### src/rtl/tx_arbiter.sv
// Round-robin arbiter sharing one output transmitter between N input-port buffers.
// Non-preemptive: the winner keeps the tx until the tx drops sw_gnt.
module tx_arbiter #(
   parameter int          ID        = 0,
   parameter int          SUBID     = 0,
   parameter int unsigned N_PORTS   = 5,
   parameter int unsigned PORT_BITS = 3,
   parameter int unsigned SIZE      = 8,
   parameter int unsigned BUFF_BITS = 3
) (
   input  logic                      clk,
   input  logic                      reset,
   input  logic [N_PORTS-1:0]        in_req,
   output logic [N_PORTS-1:0]        in_done,
   input  logic [N_PORTS*SIZE-1:0]   in_data,
   output logic [BUFF_BITS-1:0]      in_addr,
   output logic                      tx_req,
   input  logic                      tx_gnt,
   input  logic [BUFF_BITS-1:0]      tx_addr,
   output logic [SIZE-1:0]           tx_data,
   output logic [PORT_BITS-1:0]      owner,
   output logic                      busy
);

   typedef enum logic [1:0] {
      ST_IDLE     = 2'd0,
      ST_WAIT_GNT = 2'd1,
      ST_SENDING  = 2'd2,
      ST_RELEASE  = 2'd3
   } state_t;

   if (N_PORTS < 2 || N_PORTS > 8 || (1 << PORT_BITS) < N_PORTS || ID < 0 || SUBID < 0)
   begin : g_bad_params
      $error("tx_arbiter %0d.%0d: illegal N_PORTS/PORT_BITS", ID, SUBID);
   end

   state_t                 r_state;
   state_t                 w_state_nxt;
   logic                   r_tx_req;
   logic                   w_tx_req_nxt;
   logic [N_PORTS-1:0]     r_in_done;
   logic [N_PORTS-1:0]     w_in_done_nxt;
   logic [PORT_BITS-1:0]   r_owner;
   logic [PORT_BITS-1:0]   w_owner_nxt;
   logic [PORT_BITS-1:0]   r_rr_ptr;
   logic [PORT_BITS-1:0]   w_rr_ptr_nxt;
   logic                   w_found;
   logic [PORT_BITS-1:0]   w_winner;
   int unsigned            w_best_dist;
   int unsigned            w_dist;
   int unsigned            w_rr;
   logic [SIZE-1:0]        w_tx_data;

   // Winner = requesting port at the smallest upward distance from rr_ptr (mod N_PORTS)
   always_comb begin
      w_found     = 1'b0;
      w_winner    = '0;
      w_best_dist = N_PORTS;
      w_dist      = 0;
      w_rr        = 32'(r_rr_ptr);
      for (int unsigned j = 0; j < N_PORTS; j++) begin
         w_dist = (j >= w_rr) ? (j - w_rr) : (j + N_PORTS - w_rr);
         if (in_req[j] && (w_dist < w_best_dist)) begin
            w_best_dist = w_dist;
            w_winner    = PORT_BITS'(j);
            w_found     = 1'b1;
         end
      end
   end

   always_comb begin
      w_tx_data = '0;
      for (int unsigned k = 0; k < N_PORTS; k++) begin
         if (r_owner == PORT_BITS'(k)) begin
            w_tx_data = in_data[k*SIZE +: SIZE];
         end
      end
   end

   // Next-state and registered-output logic
   always_comb begin
      w_state_nxt   = r_state;
      w_tx_req_nxt  = r_tx_req;
      w_in_done_nxt = '0;
      w_owner_nxt   = r_owner;
      w_rr_ptr_nxt  = r_rr_ptr;
      case (r_state)
         ST_IDLE: begin
            if (w_found) begin
               w_owner_nxt  = w_winner;
               w_tx_req_nxt = 1'b1;
               w_state_nxt  = ST_WAIT_GNT;
            end
         end
         ST_WAIT_GNT: begin
            if (tx_gnt) begin
               w_state_nxt = ST_SENDING;
            end
         end
         ST_SENDING: begin
            if (!tx_gnt) begin
               w_tx_req_nxt = 1'b0;
               for (int unsigned k = 0; k < N_PORTS; k++) begin
                  if (r_owner == PORT_BITS'(k)) begin
                     w_in_done_nxt[k] = 1'b1;
                  end
               end
               if (r_owner == PORT_BITS'(N_PORTS - 1)) begin
                  w_rr_ptr_nxt = '0;
               end else begin
                  w_rr_ptr_nxt = r_owner + PORT_BITS'(1);
               end
               w_state_nxt = ST_RELEASE;
            end
         end
         ST_RELEASE: begin
            w_tx_req_nxt = 1'b0;
            w_state_nxt  = ST_IDLE;
         end
         default: begin
            w_tx_req_nxt = 1'b0;
            w_state_nxt  = ST_IDLE;
         end
      endcase
   end

   always_ff @(posedge clk or negedge reset) begin
      if (!reset) begin
         r_state   <= ST_IDLE;
         r_tx_req  <= 1'b0;
         r_in_done <= '0;
         r_owner   <= '0;
         r_rr_ptr  <= '0;
      end else begin
         r_state   <= w_state_nxt;
         r_tx_req  <= w_tx_req_nxt;
         r_in_done <= w_in_done_nxt;
         r_owner   <= w_owner_nxt;
         r_rr_ptr  <= w_rr_ptr_nxt;
      end
   end

   // Buffer address and data pass straight through; owner is stable while tx_req is high
   assign in_addr = tx_addr;
   assign tx_data = w_tx_data;
   assign tx_req  = r_tx_req;
   assign in_done = r_in_done;
   assign owner   = r_owner;
   assign busy    = (r_state != ST_IDLE);

endmodule

### config.mk
export PLATFORM = sky130hd
export DESIGN_NAME = tx_arbiter
export DESIGN_NICKNAME = d
export VERILOG_FILES = /design/src/rtl/tx_arbiter.sv
export SDC_FILE = /design/constraint.sdc
export NUM_CORES = 1
export LEC_CHECK = 0
export CORE_ASPECT_RATIO = 2
export CORE_MARGIN = 2
export CORE_UTILIZATION = 65
export DETAILED_ROUTE_END_ITERATION = 10
export DONT_BUFFER_PORTS = 1
export PLACE_DENSITY = 0.86
export SLEW_MARGIN = 20
export SYNTH_ARGS = -nofsm -noshare
export SYNTH_HDL_FRONTEND = slang
export SYNTH_SLANG_ARGS = --single-unit
### constraint.sdc
create_clock -name clk -period 19.1 [get_ports clk]
set_clock_uncertainty 0.15 [all_clocks]
set_input_delay 2.865 -clock clk [delete_from_list [all_inputs] [get_ports clk]]
set_output_delay 2.865 -clock clk [all_outputs]
set_load 0.02 [all_outputs]
Fig. 1: metal 3
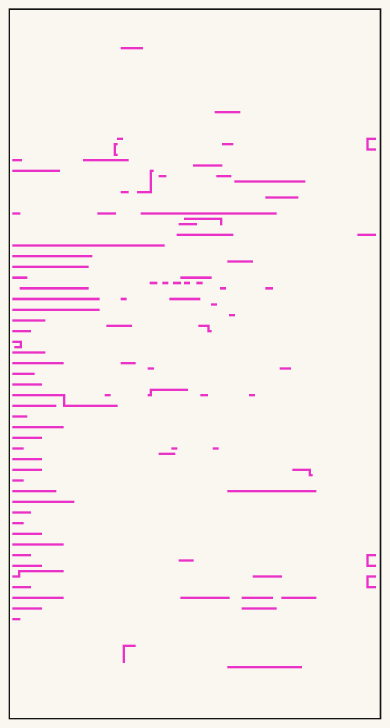
73 nets have wire on it. The wires run mostly horizontal.
GR Layer Usage met3: 6.02%
drt total wl: 6.35 mm
via count: 2304

Fig. 2: clock nets
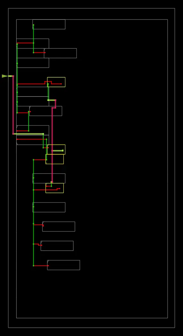
CTS Buf Count: 3

Fig. 3: signal wires by layer
Scale bar: 10 µm. Only two layers are drawn.
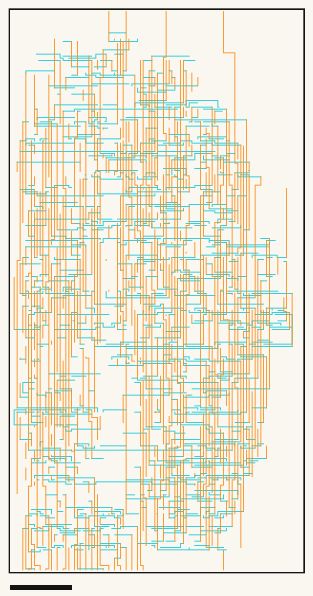
Orange is M2, wire length 3550 µm. Cyan is M1, wire length 2110 µm.
drt wl/cell: 18.7 µm
gr usage total: 32.8%

Fig. 4: signal wires on met2
Scale bar: 10 µm.
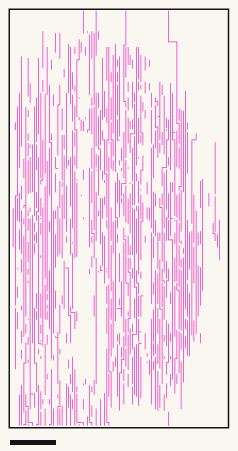
The longest straight run is 46.9 µm. The layer carries 3550 µm of wire.
grt met2 use: 58.4%

==> impl_metrics.py <==
# Synthesis and PnR figures
metrics = {
    "outcome": {
        "status": "finished clean",
    },
    "final_layout": {
        "utilization_pct": 67.5,
        "fin_cells": 339,
        "nonClockBufferCount": 0,
        "layout-drive-gt1-share_pct": 10.3,
        "num-nonclk-inverters": 17,
        "antennaDiodeCount": 0,
        "nClkBuffers": 4,
        "clockNetworkAreaShare_pct": 2.26,
        "ff_count": 14,
        "fin_area_mm2": 0.00243,
        "nNetsFinal": 381,
        "sh_seq_area_pct": 14.4,
        "buffer_area_share_pct": 0,
        "syn_to_final_growth_pct": 0.829,
        "layout.area.comb_mm2": 0.00190,
        "num-fill-cells": 329,
    },
    "job": {
        "warnings": 47,
    },
    "final_timing": {
        "fmax_mhz": 99.5,
        "min_period_ns": 10.06,
        "relSlewSlack_pct": 56.2,
        "report.final.hold_viol_count": 0,
        "rsz0062_at_grt": "false",
    },
    "die": {
        "fp.dieH_um": 90.2,
        "io_pins": 72,
        "rows": 31,
        "core_area_mm2": 0.00361,
        "fp_util_pct": 66.9,
    },
    "yosys": {
        "synth_stat.cells": 302,
        "mappedNetlistArea_mm2": 0.00241,
        "ys.flops": 14,
        "topCellsByArea": "ha_1 (20%), dfrtp_1 (15%), a21oi_1 (6.2%)",
        "postSynthNetCount": 392,
        "synth_seq_share_pct": 14.5,
        "top_area_share_pct": 20.2,
        "ys_async_sr_fraction_pct": 100,
        "top_area_cell": "ha_1",
    },
    "placement": {
        "port_buffers": 0,
        "hpwl_mm": 4.95,
        "gp_congestion": 0.965,
    },
    "clock_network": {
        "htreeDepth": 1,
        "post_cts_resize_count": 0,
        "cts_root_buf": "clkbuf_8",
        "cts_tree": "done",
        "hold_buffers": 0,
        "clkLatencyLatePin_ns": 0.25,
    },
    "critical_path": {
        "critPathMaxStageDelay_ns": 0.56,
        "crit_type": "primary input to register",
        "worstPathMaxFanout": 8,
        "path_buffers": 1,
        "startpoint_type": "primary input",
        "arrival_ns": 10.04,
        "cp_top_family": "AND-OR/OR-AND gates",
    },
    "global_route": {
        "first_global_vias": 2360,
        "grt_pass1_wl_mm": 10.5,
    },
    "routing": {
        "drc": 0,
        "via_per_inst": 6.80,
    },
    "hold_path": {
        "hp-class": "register to register",
    },
}
final timing paths:
check	slack, ns	end	depth (start not counted)	startpoint
setup / recovery	9.04	r_state[1]	26	in_req[0]
hold reg to reg	0.43	r_state[1]	1	r_state[1]
setup reg to reg	10.36	r_state[1]	29	r_rr_ptr[2]
min in group asynchronous	2.16	in_done[0]	0	reset
max in group asynchronous	16.57	owner[0]	0	reset
hold / removal	0.43	r_state[1]	1	r_state[1]
registers in the layout, indices dropped and copies added, names as in the netlist:
register,count
owner,3
r_state,2
tx_req,1
r_rr_ptr,3
in_done,5
kinds of logic after synthesis:
kind of cell             synth area share, %
AND-OR/OR-AND                           35.0
buffers and inverters                   6.74
adder cells (fa/ha/maj)                 20.2
multiplexers                            3.37
flip-flops                              14.5
XOR/XNOR                                1.09
AND/OR/NAND/NOR                         19.1
metal layers:
metal	global-route usage [%]	up-vias	routed length [µm]
met4	18.1	0	335
met5	0	-	0
met2	58.4	114	3550
li1	-	1087	-
met1	32.1	1066	2110
met3	6.02	37	355
cell usage in the layout, fill, tap and decap left out, types with 3 or more instances in the layout:
cell	netlist	layout
a21oi_1	30	30
a211oi_1	14	14
a22oi_1	8	8
nand3_1	4	4
dfrtp_1	14	14
nand2_1	19	19
o211ai_1	8	8
o21ai_0	20	20
a21o_1	3	3
nor2_1	39	39
ha_1	39	39
nor2b_1	4	4
clkbuf_8	1	4
inv_1	15	15
mux2i_1	3	3
nand2b_1	5	5
per-stage QoR:
stage	setup WS [ns]	hold WS (ns)
4_1_cts	9.07	0.427
2_1_floorplan	9.97	0.362
5_1_grt	8.29	0.460
6_report	9.04	0.426
3_3_place_gp	9.03	0.399
3_5_place_dp	8.84	0.413
